Figure 1. Clock wiring as the flow saved it (run 1).
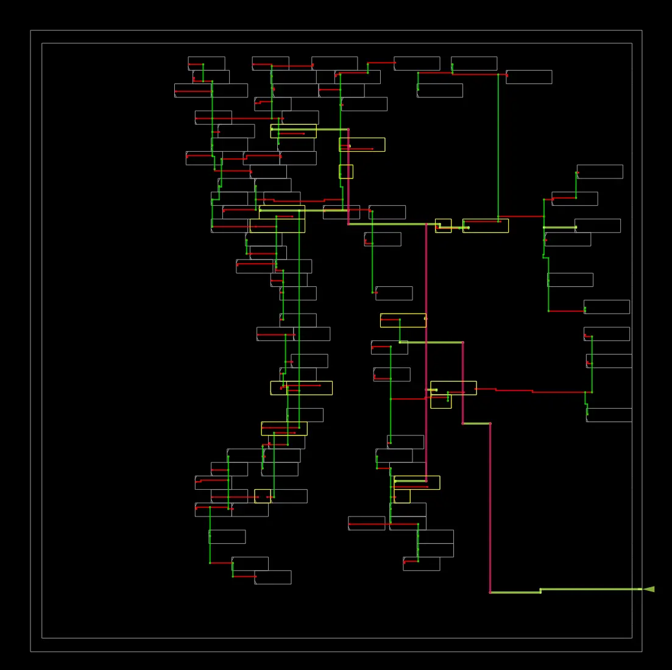
Figure 2. Sequential cells grouped by signal name (run 1).
Bar = 20 um.
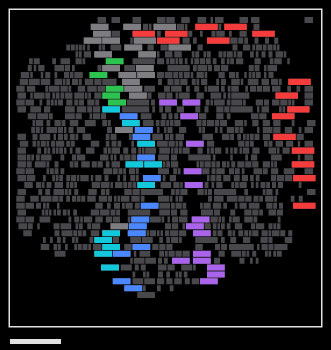
Figure 3. Sizing map (run 1).
Bar = 20 um.
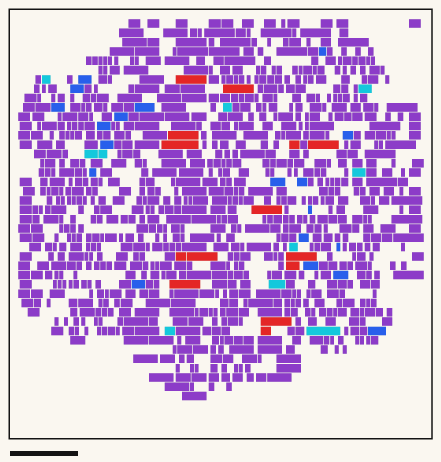
$ cat config.mk
export PLATFORM = sky130hd
export DESIGN_NAME = f_adder
export DESIGN_NICKNAME = d
export VERILOG_FILES = /design/src/rtl/f_adder.sv
export SDC_FILE = /design/constraint.sdc
export NUM_CORES = 1
export LEC_CHECK = 0
export CAP_MARGIN = 0
export CORE_AREA = 2 2 121 123
export CTS_CLUSTER_DIAMETER = 40
export DETAILED_ROUTE_END_ITERATION = 10
export DIE_AREA = 0 0 123 125
export HOLD_SLACK_MARGIN = 0.05
export MAX_ROUTING_LAYER = met4
export PLACE_DENSITY = 0.76
export SLEW_MARGIN = 20
export SYNTH_ARGS = -nofsm -noshare
export SYNTH_HDL_FRONTEND = slang
export SYNTH_SLANG_ARGS = --single-unit
export TNS_END_PERCENT = 20
$ cat constraint.sdc
create_clock -name clk -period 10.19 [get_ports clk]
set_input_delay 2.038 -clock clk [delete_from_list [all_inputs] [get_ports clk]]
set_output_delay 2.038 -clock clk [all_outputs]
set_load 0.1 [all_outputs]
$ cat src/rtl/f_adder.sv
// f_adder: IEEE-754 binary16 adder with a three-register pipeline.
// Register ranks: stage 1 holds the decoded and aligned operands, stage 2 holds
// the significand sum, and op holds the normalized and rounded result. A pair
// sampled at edge N therefore appears on op/out_valid after edge N+2.
module f_adder (
    input  logic        clk,
    input  logic        rst_n,
    input  logic        in_valid,
    input  logic [15:0] a,
    input  logic [15:0] b,
    output logic        out_valid,
    output logic [15:0] op
);

    localparam logic [15:0] QNAN = 16'h7E00;

    // Returns the position of the leading one, counted down from bit 13.
    function automatic logic [3:0] lzc14(input logic [13:0] x);
        logic [3:0] n;
        n = 4'd0;
        for (int i = 0; i < 14; i++) begin
            if (x[i]) n = 4'(13 - i);
        end
        return n;
    endfunction

    // Round to nearest, ties to even, then pack. Handles the rounding carry,
    // flush of sub-minimum results to +0 and overflow to infinity.
    function automatic logic [15:0] round_pack(input logic sgn, input logic [10:0] man,
                                               input logic g, input logic rs,
                                               input logic signed [6:0] e);
        logic [11:0]       mr;
        logic signed [6:0] er;
        logic              up;
        up = g & (rs | man[0]);
        mr = {1'b0, man} + {11'd0, up};
        er = e;
        if (mr[11]) begin
            mr = 12'h400;
            er = e + 7'sd1;
        end
        if (er <= 7'sd0)       return 16'h0000;
        else if (er >= 7'sd31) return {sgn, 5'h1F, 10'd0};
        else                   return {sgn, er[4:0], mr[9:0]};
    endfunction

    // Decode and alignment signals
    logic [4:0]  exp_a, exp_b, exp_s, diff;
    logic [10:0] man_a, man_b, man_s;
    logic [14:0] key_a, key_b;
    logic        nan_a, nan_b, inf_a, inf_b, a_big;
    logic [25:0] sh;

    logic        s1_sign_d, s1_sub_d, s1_stk_d, s1_spec_d, s1_zsgn_d;
    logic [4:0]  s1_exp_d;
    logic [10:0] s1_mbig_d;
    logic [12:0] s1_msml_d;
    logic [15:0] s1_sval_d;

    logic        s1_sign_q, s1_sub_q, s1_stk_q, s1_spec_q, s1_zsgn_q;
    logic [4:0]  s1_exp_q;
    logic [10:0] s1_mbig_q;
    logic [12:0] s1_msml_q;
    logic [15:0] s1_sval_q;

    logic [14:0] s2_sum_d;
    logic [14:0] s2_sum_q;
    logic [4:0]  s2_exp_q;
    logic        s2_sign_q, s2_zsgn_q, s2_spec_q;
    logic [15:0] s2_sval_q;

    logic              v1_q, v2_q, out_valid_q;
    logic [15:0]       op_d, op_q;
    logic [13:0]       nrm;
    logic [3:0]        lz;
    logic signed [6:0] e_base;

    // Stage 1: classify operands, order by magnitude, align the smaller one
    always_comb begin
        exp_a = a[14:10];
        exp_b = b[14:10];
        man_a = (exp_a == 5'd0) ? 11'd0 : {1'b1, a[9:0]};
        man_b = (exp_b == 5'd0) ? 11'd0 : {1'b1, b[9:0]};
        key_a = (exp_a == 5'd0) ? 15'd0 : a[14:0];
        key_b = (exp_b == 5'd0) ? 15'd0 : b[14:0];
        nan_a = (exp_a == 5'h1F) && (a[9:0] != 10'd0);
        nan_b = (exp_b == 5'h1F) && (b[9:0] != 10'd0);
        inf_a = (exp_a == 5'h1F) && (a[9:0] == 10'd0);
        inf_b = (exp_b == 5'h1F) && (b[9:0] == 10'd0);
        a_big = key_a >= key_b;

        s1_sign_d = a_big ? a[15] : b[15];
        s1_sub_d  = a[15] ^ b[15];
        s1_zsgn_d = a[15] & b[15];
        s1_exp_d  = a_big ? exp_a : exp_b;
        s1_mbig_d = a_big ? man_a : man_b;
        exp_s     = a_big ? exp_b : exp_a;
        man_s     = a_big ? man_b : man_a;
        diff      = s1_exp_d - exp_s;
        sh        = {man_s, 15'd0} >> diff;
        if (diff > 5'd13) begin
            s1_msml_d = 13'd0;
            s1_stk_d  = |man_s;
        end else begin
            s1_msml_d = sh[25:13];
            s1_stk_d  = |sh[12:0];
        end

        s1_spec_d = 1'b1;
        s1_sval_d = QNAN;
        if (nan_a || nan_b || (inf_a && inf_b && (a[15] != b[15]))) s1_sval_d = QNAN;
        else if (inf_a)                                               s1_sval_d = {a[15], 15'h7C00};
        else if (inf_b)                                               s1_sval_d = {b[15], 15'h7C00};
        else                                                          s1_spec_d = 1'b0;
    end

    // Stage 2: add or subtract the aligned significands with guard/round/sticky
    always_comb begin
        if (s1_sub_q) s2_sum_d = {1'b0, s1_mbig_q, 3'b000} - {1'b0, s1_msml_q, s1_stk_q};
        else          s2_sum_d = {1'b0, s1_mbig_q, 3'b000} + {1'b0, s1_msml_q, s1_stk_q};
    end

    // Output stage: normalize, round and select special results
    always_comb begin
        e_base = signed'({2'b00, s2_exp_q});
        lz     = lzc14(s2_sum_q[13:0]);
        nrm    = s2_sum_q[13:0] << lz;
        if (s2_spec_q)
            op_d = s2_sval_q;
        else if (s2_sum_q == 15'd0)
            op_d = {s2_zsgn_q, 15'd0};
        else if (s2_sum_q[14])
            op_d = round_pack(s2_sign_q, s2_sum_q[14:4], s2_sum_q[3], |s2_sum_q[2:0],
                              e_base + 7'sd1);
        else
            op_d = round_pack(s2_sign_q, nrm[13:3], nrm[2], |nrm[1:0],
                              e_base - signed'({3'b000, lz}));
    end

    // Pipeline valid bits and the result register; reset discards in-flight pairs
    always_ff @(posedge clk or negedge rst_n) begin
        if (!rst_n) begin
            v1_q        <= 1'b0;
            v2_q        <= 1'b0;
            out_valid_q <= 1'b0;
            op_q        <= 16'h0000;
        end else begin
            v1_q        <= in_valid;
            v2_q        <= v1_q;
            out_valid_q <= v2_q;
            if (v2_q) op_q <= op_d;
        end
    end

    // Datapath registers for stages 1 and 2
    always_ff @(posedge clk) begin
        s1_sign_q <= s1_sign_d;
        s1_sub_q  <= s1_sub_d;
        s1_stk_q  <= s1_stk_d;
        s1_spec_q <= s1_spec_d;
        s1_zsgn_q <= s1_zsgn_d;
        s1_exp_q  <= s1_exp_d;
        s1_mbig_q <= s1_mbig_d;
        s1_msml_q <= s1_msml_d;
        s1_sval_q <= s1_sval_d;
        s2_sum_q  <= s2_sum_d;
        s2_exp_q  <= s1_exp_q;
        s2_sign_q <= s1_sign_q;
        s2_zsgn_q <= s1_zsgn_q;
        s2_spec_q <= s1_spec_q;
        s2_sval_q <= s1_sval_q;
    end

    assign out_valid = out_valid_q;
    assign op        = op_q;

endmodule

==> out/metrics.yaml, run 1 <==
clockBufferDepth: 2
die_h_um: 125
final-seq-area_sq_um: 1697
p_int_mw: 1.020
ys_sh_xor_pct: 5.554
htree_levels: 3
grt_use_met3_pct: 3.513
max-cap-violations: 0
path_clk_slew_ns: 0.07
swShare_pct: 50.46
grt_overflow: 0
timing.rr.start: "s2_sum_q[10]$_DFF_P_"
num_vias: 6710
lay_top_count: "nor2_1"
ys_area_sq_um: 6939
async_flop_share_pct: 23.75
setup_viol: 0
compound_area_share_pct: 24.95
slew_headroom_pct: 34.62
dr.pass1.iters: 6
cts-hold-fix-buffers: 0
hold_class: "flip-flop to flip-flop"
p_seq_mw: 0.519
top_cells_by_area: "dfxtp_1 (18%), ha_1 (9.0%), dfrtp_1 (6.9%)"
use_met1_pct: 30.20
cts_tree: "done"
ir_drop_mv: 0.1002
finalHoldViolCount: 0
inv_count: 61
ys_seq_share_pct: 24.45
outcome: "finished, final reports clean"
cp-end-kind: "flip-flop"
finalCriticalPeriod_ns: 7.267
rows: 44
r2r_end: "op[12]$_DFFE_PN0P_"
route.met2.wl_mm: 8.607
clk_share_pct: 3.963
reg2reg_depth: 14
ys.flop_type: "dfxtp_1"
synth_area_leader_cell: "dfxtp_1"
About Figure 1:
CTS Buf Count: 9
clk sink count: 80
Layout Skew: 0.01304 ns
clkbuf count: 9
sequential cell count: 80

About Figure 2:
`s1_msml_q`: marked blue, placed flops 13. `op`: marked red, placed flops 16. `s1_mbig_q`: marked cyan, placed flops 11. `s1_exp_q`: marked green, placed flops 5. `s2_sum_q`: marked purple, placed flops 15.
Another 20 sequential cells are not coloured.
flop share of the area: 21.76%
fin util: 54.91%

About Figure 3:
x3 and x4: marked cyan, cells 10, share 1.1%. x6 and larger: marked red, cells 14, share 1.5%. x1 and smaller: marked purple, cells 883, share 95%. x2: marked blue, cells 19, share 2.1%.
area delta synth->final: 12.39%
Finished Cell Area: 7799 sq um
setup ws final: 2.923 ns

==> run 1: worst max-delay path: stages <==
cell,delay (ns)
clkdlybuf4s50_1,0.59
nor3_1,0.25
nand2_1,0.32
nand2_1,0.25
inv_1,0.06
ha_1,0.30
nor2b_1,0.13
o31ai_1,0.18
a21oi_1,0.11
o311a_1,0.47
nor2_4,0.11
buf_4,0.45
mux2i_1,0.15
ha_1,0.60
clkinv_1,0.35
mux2_2,0.36
nand2b_1,0.16
a211oi_1,0.27
a41oi_1,0.14
o21a_1,0.20
==> run 1: metrics by stage <==
| step | setup slack [ns] | instances | utilization [%] | area, sq um |
|---|---|---|---|---|
| after floorplan | 3.092 | 910 | - | 6939 |
| after global placement | 2.719 | 1094 | 52.68 | 7482 |
| after detailed placement | 2.627 | 1094 | 52.68 | 7482 |
| after CTS | 2.979 | 1110 | 54.85 | 7791 |
| after global routing | 2.504 | 1110 | 54.91 | 7799 |
| final | 2.923 | 1110 | 54.91 | 7799 |
==> run 1: registers in the layout, summed over array words and instances (netlist names), 2 cells and up <==
signal / flops
s1_sval_q: 2
s2_sum_q: 15
s1_exp_q: 5
op: 16
s1_msml_q: 13
s1_mbig_q: 11
s2_exp_q: 5
s2_sval_q: 2
==> run 1: worst max-delay path by stage <==
stage | start | slack (ns) | to | depth (start not counted)
CTS | a[11] | 2.98 | s1_stk_q$_DFF_P_ | 20
global placement | a[11] | 2.72 | s1_stk_q$_DFF_P_ | 20
detailed placement | a[11] | 2.63 | s1_stk_q$_DFF_P_ | 20
floorplan | b[11] | 3.09 | s1_msml_q[12]$_SDFF_PP0_ | 24
global route | a[11] | 2.50 | s1_stk_q$_DFF_P_ | 20
finish | a[11] | 2.92 | s1_stk_q$_DFF_P_ | 20
Figure 4. Layout detail (run 1).
Window x 77 to 107, y 16 to 46 um. Cells in grey, sequential cells in the stronger grey; small squares are vias.
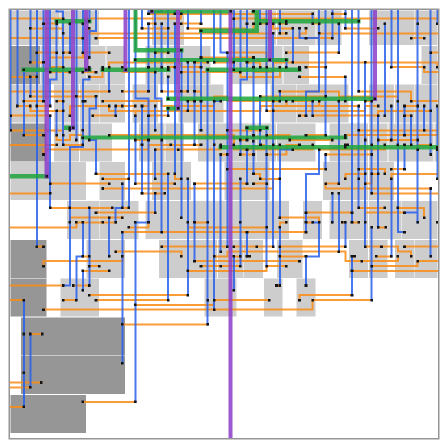

==> run 2: changes to the inputs <==
Settings changed: PLACE_DENSITY 0.76 to 0.79.
Clock period 10.19 ns to 6.04 ns, I/O delays scaled along.
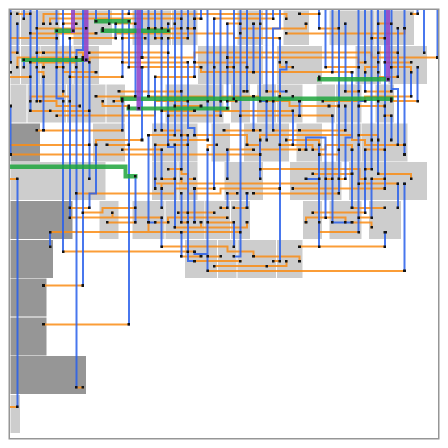
Figure 5: run 2, layout detail.
Window x 77 to 107, y 16 to 46 um. Cells in grey, sequential cells in the stronger grey; small squares are vias.
M4: marked purple. M2: marked blue. M3: marked green. M1: marked orange.
Netlist names of flops here include `s2_sum_q` (2). 53 logic cells have their middle in the window. Most frequent: o31ai_1 (6), nor2_1 (5), inv_1 (5). Sequential cells in the window: 2.

==> run 2 against run 1 <==
Core utilization up 0.57 points. Worst setup slack got worse by 2.3 ns. Flip-flop count stayed put. Via count rose by 1.7%. Total power up 70%. Clock-buffer cell count did not move. Non-clock buffer count up 10. Final cell count grew 0.90%. Critical path type unchanged. Critical endpoint unchanged.
==> out/metrics.yaml, run 2 <==
ys_area_sq_um: 6939
finalHoldViolCount: 0
timing.rr.start: "s2_sum_q[10]$_DFF_P_"
async_flop_share_pct: 23.75
cts_tree: "done"
route.met2.wl_mm: 8.549
cts_buffers: 9
p_int_mw: 1.731
critPathMaxStageDelay_ns: 0.51
outcome: "finished, final reports clean"
synth_area_leader_cell: "dfxtp_1"
compound_area_share_pct: 24.95
clockBufferDepth: 2
grt_overflow: 0
place_area_sq_um: 7565
top_cells_by_area: "dfxtp_1 (18%), ha_1 (9.0%), dfrtp_1 (6.9%)"
swShare_pct: 50.66
largest_reg_flops: 16
ys.flop_type: "dfxtp_1"
p_seq_mw: 0.879
cts-hold-fix-buffers: 0
worstSetupEndpoint: "s1_stk_q$_DFF_P_"
ys_seq_share_pct: 24.45
cts.sinks: 80
ys_sh_xor_pct: 5.554
reg2reg_depth: 14
place_ws_ns: 0.3090
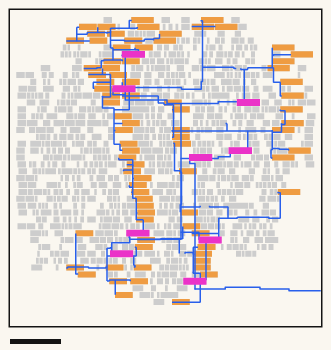
Figure 6: run 2, clock wires, drivers and flops.
Bar = 20 um.
clock-net drivers: marked magenta, count 9. flip-flops: marked orange, count 80. clock wires: marked blue, length 1120 um.
There are 10 routed clock nets.
Clock Power: 0.574 mW
Clock power frac: 16.4%
Layout Skew: 0.01167 ns
Latency at later pin: 0.35 ns

==> run 2: cell count changes in the layout (fill, tap and decap cells not counted), sizes merged <==
| cell | previous run | this run |
|---|---|---|
| clkinv | 3 | 6 |
| inv | 63 | 61 |
| clkinvlp | 1 | 0 |
| buf | 3 | 13 |
==> run 2: how the worst min path moves through the flow <==
| stage | endpoint | cells past startpoint | slack (ns) | start |
|---|---|---|---|---|
| 3_5_place_dp | s2_exp_q[1]$_DFF_P_ | 0 | 0.31 | s1_exp_q[1]$_DFF_P_ |
| 4_1_cts | s2_exp_q[4]$_DFF_P_ | 0 | 0.32 | s1_exp_q[4]$_DFF_P_ |
| 3_3_place_gp | s2_exp_q[0]$_DFF_P_ | 0 | 0.31 | s1_exp_q[0]$_DFF_P_ |
| 2_1_floorplan | s2_exp_q[0]$_DFF_P_ | 0 | 0.31 | s1_exp_q[0]$_DFF_P_ |
| 6_report | s2_exp_q[4]$_DFF_P_ | 0 | 0.32 | s1_exp_q[4]$_DFF_P_ |
| 5_1_grt | s2_exp_q[2]$_DFF_P_ | 0 | 0.33 | s1_exp_q[2]$_DFF_P_ |
==> run 2: final cells by class <==
| cell class | instances | area [sq um] | area share [%] |
|---|---|---|---|
| multi-input combinational | 715 | 4801 | 60.92 |
| timing repair buffer | 64 | 608.1 | 7.717 |
| tap | 184 | 230.2 | 2.922 |
| clock inverter | 7 | 90.09 | 1.143 |
| sequential | 80 | 1697 | 21.53 |
| clock buffer | 9 | 225.2 | 2.858 |
| inverter | 61 | 229.0 | 2.906 |
==> run 2: worst max-delay path, delay by kind of cell <==
| kind | cells | cell delay, ns |
|---|---|---|
| mux | 2 | 0.57 |
| buf+inv | 4 | 1.18 |
| fa+ha+maj | 2 | 0.53 |
| simple gates | 4 | 0.84 |
| compound gates | 7 | 1.34 |
==> run 3: changes to the inputs <==
Settings changed: REMOVE_ABC_BUFFERS from default to 1, TNS_END_PERCENT 20 to 1.
==> run 3 against run 2 <==
Synthesized cell count unchanged. Global-route usage is 0.82 points higher. The flow now stops in detailed routing (5_2_route). Area after synthesis is the same.
==> out/metrics.yaml, run 3 <==
ys_cells: 910
yosysTopAreaCellShare_pct: 17.60
post_cts_buffers: 0
gp_congestion: 1.011
io_pins: 52
cts-hold-fix-buffers: 0
clockBufferDepth: 2
ys_seq_share_pct: 24.45
port-buffer-count: 51
grt_max_degree: 45
die_width_um: 123
yosys_warnings: 0
lastStage: "detailed routing (5_2_route)"
yosysUniqueCellTypes: 79
grt_pass1_wl_mm: 31.02
htree_levels: 3
initCoreUtil_pct: 48.85
grt_usage_pct: 25.19
netlist_top_cells_count: "nor2_1 (84), nand2_1 (78), dfxtp_1 (61)"
synth_area_leader_cell: "dfxtp_1"
async_flop_share_pct: 23.75
cts_buffers: 9
rows: 44
error_line: "[ERROR DRT-0255] Maze Route cannot find path of net clk in worker of routeBox ( 96600 0 ) ( 123000 48300 )."
grt_pass1_vias: 6532
cts.sinks: 80
cts_root_buf: "clkbuf_16"
most_common_cell: "nor2_1"
syn_area_per_cell_sq_um: 7.625
syn_area_sq_um: 6939
die_h_um: 125
cts-resized-gates: 0
ys_area_sq_um: 6939
edf_count: 0
grt_antenna_before_repair: 0
grt_overflow: 0
synth_flops: 80
synthCells: 910
ys.flop_type: "dfxtp_1"
outcome: "did not finish"
placedCellCount: 1104
place_area_sq_um: 7557
dp_hpwl_mm: 13.91
top_cells_by_area: "dfxtp_1 (18%), ha_1 (9.0%), dfrtp_1 (6.9%)"
## run 3: cell counts after synthesis
No cell type changed its count.
## run 3: logic make-up after synthesis
kind of cell / share of synthesized area [%]
AND/OR/NAND/NOR: 22.83
AND-OR/OR-AND: 24.96
buffers and inverters: 6.581
flip-flops: 24.45
adder cells (fa/ha/maj): 9.737
XOR/XNOR: 5.554
multiplexers: 5.896
## run 3: metal layers
layer and track usage (%):
met1 31.56, met2 41.34, met3 3.786, met4 8.289
met5 -
## run 3: per-stage QoR
| stage | TNS [ns] | setup slack (ns) | util [%] | power (mW) |
|---|---|---|---|---|
| 3_5_place_dp | 0 | 0.2517 | 53.21 | 2.885 |
| 3_3_place_gp | 0 | 0.3632 | 53.21 | 2.874 |
| 4_1_cts | 0 | 0.6098 | 55.42 | 3.464 |
| 5_1_grt | 0 | 0.06624 | 55.42 | 3.736 |
| 2_1_floorplan | -12.70 | -1.236 | - | 2.375 |
==> run 4: changes to the inputs <==
Settings changed: CORE_AREA 2 2 121 123 to 2 2 144 146, CTS_CLUSTER_DIAMETER 40 to default, DIE_AREA 0 0 123 125 to 0 0 146 148, HOLD_SLACK_MARGIN 0.05 to default, MAX_ROUTING_LAYER met4 to default, PLACE_DENSITY 0.79 to default, PLACE_DENSITY_LB_ADDON from default to 0.15.
Clock period 6.04 ns to 7.9 ns, I/O delays scaled along.
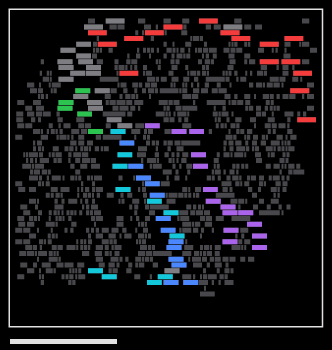
Figure 7: run 4, sequential cells grouped by signal name.
Bar = 50 um.
`op`: marked red, placed flops 16. `s1_exp_q`: marked green, placed flops 5. `s1_mbig_q`: marked cyan, placed flops 11. `s2_sum_q`: marked purple, placed flops 15. `s1_msml_q`: marked blue, placed flops 13.
Another 20 sequential cells are not coloured.
flop share of the area: 21.37%
register area: 1697 sq um
sequential power: 0.681 mW
fin util: 39.62%

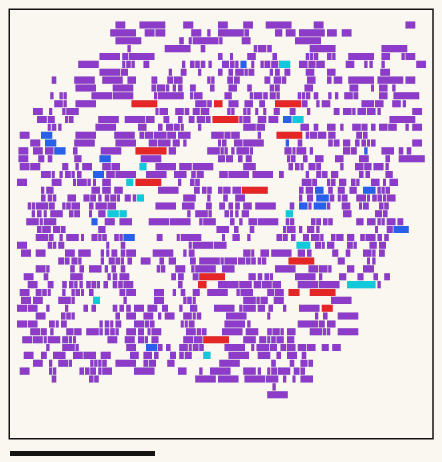
Figure 8: run 4, sizing map.
Bar = 50 um.
x1 and smaller: marked purple, cells 884, share 95%. x6 and larger: marked red, cells 15, share 1.6%. x3 and x4: marked cyan, cells 12, share 1.3%. x2: marked blue, cells 18, share 1.9%.
Finished Cell Area: 7940 sq um
Buffers excl. clock: 57
area delta synth->final: 14.42%

==> run 4 against run 3 <==
The run now ends clean. Global-route usage is 7.3 points lower. Area after synthesis stayed put. Synthesized cell count stayed put.
==> out/metrics.yaml, run 4 <==
startpoint: "b[11]"
grt_use_met2_pct: 28.94
place_area_sq_um: 7612
cts-resized-gates: 0
post_cts_buffers: 0
max-cap-violations: 0
num_vias: 6574
most_common_cell: "nor2_1"
dr.pass1.iters: 5
io_pins: 52
reg2reg_depth: 14
clockBufferDepth: 2
power_frac_clock_pct: 16.8
ys_cells: 910
grt_antenna_before_repair: 0
timing.final.ws_setup_ns: 1.315
outcome: "finished, final reports clean"
die_width_um: 146
synth_area_leader_cell: "dfxtp_1"
cp-end-kind: "flip-flop"
initCoreUtil_pct: 34.63
dp_hpwl_mm: 15.01
grt_use_met3_pct: 2.253
cts.sinks: 80
ys_seq_share_pct: 24.45
grt_max_degree: 45
top_cells_by_area: "dfxtp_1 (18%), ha_1 (9.0%), dfrtp_1 (6.9%)"
critPathMaxStageDelay_ns: 0.60
grt_usage_pct: 17.88
rows: 52
synthCells: 910
port-buffer-count: 51
p_int_mw: 1.337
lay_top_count: "nor2_1"
timing.rr.start: "s2_sum_q[10]$_DFF_P_"
use_met1_pct: 24.40
ir_drop_mv: 0.1218
r2r_end: "op[12]$_DFFE_PN0P_"
slew_headroom_pct: 33.96
largest_reg_flops: 16
htree_levels: 3
fin_skew_ns: 0.01823
netlist_top_cells_count: "nor2_1 (84), nand2_1 (78), dfxtp_1 (61)"
cts_buffers: 9
yosysTopAreaCellShare_pct: 17.60
setup_viol: 0
cts_root_buf: "clkbuf_16"
ys_area_sq_um: 6939
top_usage_layer: "met2"
run 4: cell families after synthesis:
| family | Yosys count | share of synthesized area (%) |
|---|---|---|
| simple gates | 319 | 22.83 |
| xor+xnor | 44 | 5.554 |
| buf+inv | 115 | 6.581 |
| compound gates | 259 | 24.96 |
| flops | 80 | 24.45 |
| fa+ha+maj | 53 | 9.737 |
| mux | 40 | 5.896 |
run 4: worst max-delay path: cells and delay by family:
family / cells / cell delay, ns
adder cells (fa/ha/maj): 2 / 0.88
AND/OR/NAND/NOR: 8 / 1.61
multiplexers: 2 / 0.50
buffers and inverters: 3 / 1.03
AND-OR/OR-AND: 4 / 1.17
run 4: how the worst min path moves through the flow:
stage / slack (ns) / to
after floorplan: 0.31 / s2_exp_q[0]$_DFF_P_
after global placement: 0.31 / s2_exp_q[3]$_DFF_P_
after detailed placement: 0.31 / s2_exp_q[3]$_DFF_P_
after CTS: 0.33 / s2_exp_q[0]$_DFF_P_
after global routing: 0.33 / s2_exp_q[3]$_DFF_P_
final: 0.32 / s2_exp_q[0]$_DFF_P_
run 4: power by group through the flow:
| stage | Sequential (mW) | Clock (mW) | Combinational [mW] |
|---|---|---|---|
| floorplan | 0.874 | 0 | 0.942 |
| global placement | 0.688 | 0 | 1.55 |
| detailed placement | 0.686 | 0 | 1.54 |
| CTS | 0.677 | 0.470 | 1.55 |
| global route | 0.697 | 0.484 | 1.71 |
| finish | 0.681 | 0.452 | 1.56 |
run 4: cell type report:
type	count	area, sq um
multi-input cells	715	4793
inverters	61	229.0
clock buffers	10	250.2
flip-flops and latches	80	1697
clock inverters	6	77.57
repair buffers	57	555.5
well taps	270	337.8
fillers	2182	12100
Power figures rest on the tool's default switching activity, not on a simulated workload.
